## config.mk

```make
export PLATFORM = sky130hd
export DESIGN_NAME = can_tx_scheduler
export DESIGN_NICKNAME = d
export VERILOG_FILES = /design/src/rtl/can_tx_scheduler.sv
export SDC_FILE = /design/constraint.sdc
export NUM_CORES = 1
export LEC_CHECK = 0
export ABC_AREA = 1
export ABC_CLOCK_PERIOD_IN_PS = 5550
export CELL_PAD_IN_SITES_DETAIL_PLACEMENT = 1
export CELL_PAD_IN_SITES_GLOBAL_PLACEMENT = 2
export CORE_MARGIN = 1.5
export CORE_UTILIZATION = 36
export DETAILED_ROUTE_END_ITERATION = 16
export PLACE_DENSITY_LB_ADDON = 0.1
export RECOVER_POWER = 100
export SLEW_MARGIN = 10
export SYNTH_ARGS = -nofsm -noshare
export SYNTH_HDL_FRONTEND = slang
export SYNTH_SLANG_ARGS = --single-unit
```

## constraint.sdc

```tcl
create_clock -name clk -period 5.55 [get_ports clk]
set_input_delay 1.3875 -clock clk [delete_from_list [all_inputs] [get_ports clk]]
set_output_delay 1.3875 -clock clk [all_outputs]
set_load 0.005 [all_outputs]
```

## src/rtl/can_tx_scheduler.sv

```systemverilog
// can_tx_scheduler -- periodic CAN transmit scheduler.
//
// A free-running down-counting prescaler produces a one-cycle base tick
// every TICK_DIV clocks. Each message slot has a programmable period
// counter, measured in ticks. When a slot's counter expires, the slot's
// pending flag is set. A two-state arbiter grants the lowest-index pending
// slot on a single req/ack channel toward the CAN transmit controller.
//
// Optional feature: define TX_SCHED_OVERRUN_EN to build sticky per-slot
// overrun flags. An overrun is flagged when a slot expires while its
// previous request is still pending. Without the macro, overrun is
// constant 0 and clr_overrun is ignored.
//
// Ports:
//   clk, rst           system clock, synchronous active-high reset
//   cfg_we/cfg_slot    one-cycle slot configuration write strobe and slot
//                      address; the written period is cfg_period and the
//                      enable is cfg_enable
//   tick               base tick pulse
//   tx_req/tx_slot     transmit request and granted slot
//   tx_ack             controller accepted the request
//   pending            per-slot due flags
//   overrun            sticky per-slot overrun flags
//   clr_overrun        per-bit clear of overrun

// Per-slot period counter with pending / overrun flags.
// Same-cycle priority on one slot: a config write beats a tick, and a
// tick set beats an ack clear.
module can_tx_slot #(
  parameter int CNT_W = 16
) (
  input  logic             clk,
  input  logic             rst,
  input  logic             tick_i,
  input  logic             cfg_wr_i,
  input  logic [CNT_W-1:0] cfg_period_i,
  input  logic             cfg_enable_i,
  input  logic             ack_clr_i,
  input  logic             clr_ovr_i,
  output logic             pending_o,
  output logic             overrun_o
);
  logic             en_q, en_d;
  logic             pend_q, pend_d;
  logic [CNT_W-1:0] period_q, period_d, cnt_q, cnt_d;
  logic             expire;

  assign expire = tick_i & en_q & (cnt_q == '0);

  always_comb begin
    en_d     = en_q;
    period_d = period_q;
    cnt_d    = cnt_q;
    pend_d   = pend_q;
    if (cfg_wr_i) begin
      pend_d = 1'b0;
      if (cfg_enable_i && cfg_period_i != '0) begin
        en_d     = 1'b1;
        period_d = cfg_period_i;
        cnt_d    = cfg_period_i - CNT_W'(1);
      end else begin
        en_d = 1'b0;
      end
    end else begin
      if (tick_i && en_q) cnt_d = (cnt_q == '0) ? period_q - CNT_W'(1) : cnt_q - CNT_W'(1);
      if (expire)         pend_d = 1'b1;
      else if (ack_clr_i) pend_d = 1'b0;
    end
  end

  always_ff @(posedge clk) begin
    if (rst) begin
      en_q     <= 1'b0;
      period_q <= '0;
      cnt_q    <= '0;
      pend_q   <= 1'b0;
    end else begin
      en_q     <= en_d;
      period_q <= period_d;
      cnt_q    <= cnt_d;
      pend_q   <= pend_d;
    end
  end

  assign pending_o = pend_q;

`ifdef TX_SCHED_OVERRUN_EN
  logic ovr_q, ovr_d;
  // A set wins over a simultaneous clear, so a fresh overrun is never lost.
  always_comb begin
    ovr_d = ovr_q & ~clr_ovr_i;
    if (!cfg_wr_i && expire && pend_q && !ack_clr_i) ovr_d = 1'b1;
  end
  always_ff @(posedge clk) begin
    if (rst) ovr_q <= 1'b0;
    else     ovr_q <= ovr_d;
  end
  assign overrun_o = ovr_q;
`else
  logic unused_clr_ovr;
  assign unused_clr_ovr = clr_ovr_i;
  assign overrun_o      = 1'b0;
`endif
endmodule

module can_tx_scheduler #(
  parameter int NUM_SLOTS = 4,
  parameter int TICK_DIV  = 50000,
  parameter int CNT_W     = 16,
  localparam int SLOT_W   = $clog2(NUM_SLOTS)
) (
  input  logic                 clk,
  input  logic                 rst,
  input  logic                 cfg_we,
  input  logic [SLOT_W-1:0]    cfg_slot,
  input  logic [CNT_W-1:0]     cfg_period,
  input  logic                 cfg_enable,
  output logic                 tick,
  output logic                 tx_req,
  output logic [SLOT_W-1:0]    tx_slot,
  input  logic                 tx_ack,
  output logic [NUM_SLOTS-1:0] pending,
  output logic [NUM_SLOTS-1:0] overrun,
  input  logic [NUM_SLOTS-1:0] clr_overrun
);
  localparam logic [0:0] S_IDLE = 1'b0;
  localparam logic [0:0] S_REQ  = 1'b1;

  // Prescaler: tick fires while the count sits at zero, then reloads.
  logic [31:0] presc_q, presc_d;
  assign tick    = (presc_q == '0);
  assign presc_d = tick ? 32'(TICK_DIV - 1) : presc_q - 32'd1;

  always_ff @(posedge clk) begin
    if (rst) presc_q <= 32'(TICK_DIV - 1);
    else     presc_q <= presc_d;
  end

  // Slot array
  for (genvar g = 0; g < NUM_SLOTS; g++) begin : g_slot
    logic cfg_wr, ack_clr;
    assign cfg_wr  = cfg_we & (cfg_slot == SLOT_W'(g));
    assign ack_clr = tx_req & tx_ack & (tx_slot == SLOT_W'(g));
    can_tx_slot #(.CNT_W(CNT_W)) u_slot (
      .clk         (clk),
      .rst         (rst),
      .tick_i      (tick),
      .cfg_wr_i    (cfg_wr),
      .cfg_period_i(cfg_period),
      .cfg_enable_i(cfg_enable),
      .ack_clr_i   (ack_clr),
      .clr_ovr_i   (clr_overrun[g]),
      .pending_o   (pending[g]),
      .overrun_o   (overrun[g])
    );
  end

  // Arbiter: lowest-index pending slot wins. The grant is held until acked;
  // reconfiguring the granted slot does not abort it.
  logic [0:0]        state_q, state_d;
  logic [SLOT_W-1:0] slot_q, slot_d, low_idx;

  always_comb begin
    low_idx = '0;
    for (int i = NUM_SLOTS - 1; i >= 0; i--) if (pending[i]) low_idx = SLOT_W'(i);
  end

  always_comb begin
    state_d = state_q;
    slot_d  = slot_q;
    case (state_q)
      S_IDLE: if (|pending) begin
        slot_d  = low_idx;
        state_d = S_REQ;
      end
      default: if (tx_ack) state_d = S_IDLE;
    endcase
  end

  always_ff @(posedge clk) begin
    if (rst) begin
      state_q <= S_IDLE;
      slot_q  <= '0;
    end else begin
      state_q <= state_d;
      slot_q  <= slot_d;
    end
  end

  assign tx_req  = (state_q == S_REQ);
  assign tx_slot = slot_q;
endmodule

```

**Routed metal per tile**

The die is cut into 35 by 35 equal tiles; dark blue is low, red is high, scaled to the fullest tile. Values are wire area over tile area, all layers added.
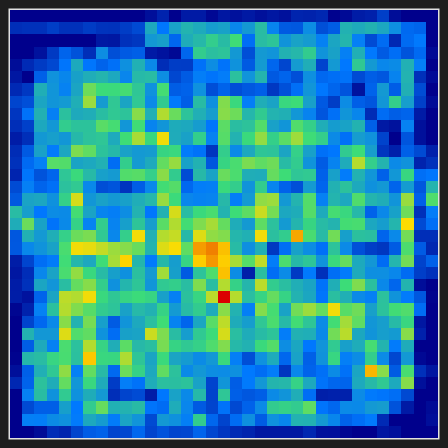
tiles over half the peak: 15%
nearly empty tiles: 5.6%
mean over tiles: 0.19
fullest tile: 0.60

**Placed standard cells**

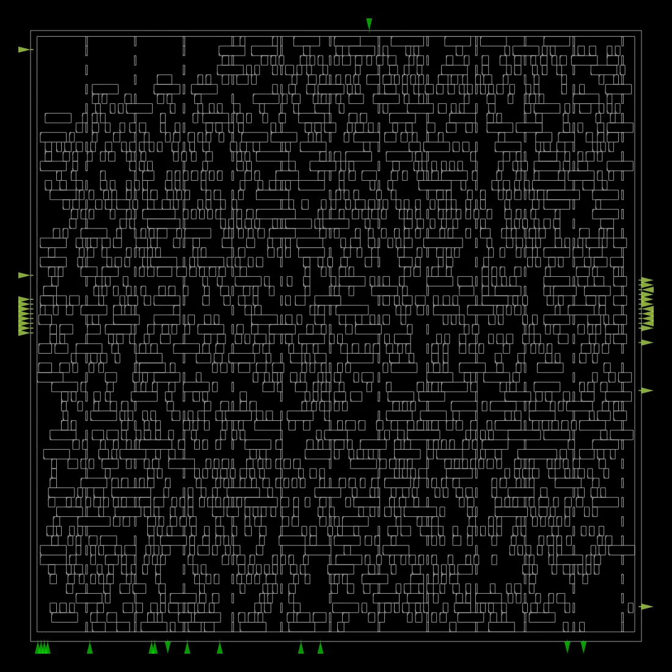
Site Rows: 62
Seq area share: 29.67%
CORE AREA: 0.02855 mm²

==> impl_metrics.yaml <==
# generated from flow reports
cts:
  cts.sinks: 171
  cts.path.max_buffers: 2
  post_cts_resized: 0
  cts-htree-levels: 4
  worst_skew_pair.late_latency_ns: 0.46
worst_setup_path:
  critical_path.top_delay_family: "simple AND/OR/NAND/NOR gates"
  path_depth: 6
  r2r_cells: 10
die:
  die_y_um: 173.0
  initial_utilization_pct: 36.45
  chip_area_mm2: 0.02994
logic_synthesis:
  synth-edff-count: 0
  ys_top_cells_by_count: "nand2_1, nor2_1, inv_1, dfxtp_1, nand3_1"
  synthCells: 1674
  ys_sh_mux_pct: 0
  ys_chip_area_mm2: 0.01041
power:
  pwr.group.combinational_mw: 0.980
  power_leader: "the clock network"
  p_sw_mw: 1.266
  p_leak_nw: 5.293
sta:
  fmax_ghz: 0.2184
  finalMaxSlewViolations: 83
layout:
  clkbuf_count: 21
  comb_cells: 1219
route:
  maxUsedRoutingLayer: "met4"
  route.met2.wl_um: 17150
  drt-total-wl_um: 37690
  drc: 0
  antenna_left: 0
global_routing:
  grt_max_degree: 49
flow_run:
  cap_violations: 2
outcome:
  violations: "capacitance limit, slew limit"
  status: "complete, but fails checks"
No activity file was given, so power comes from the tool's default toggle rates.
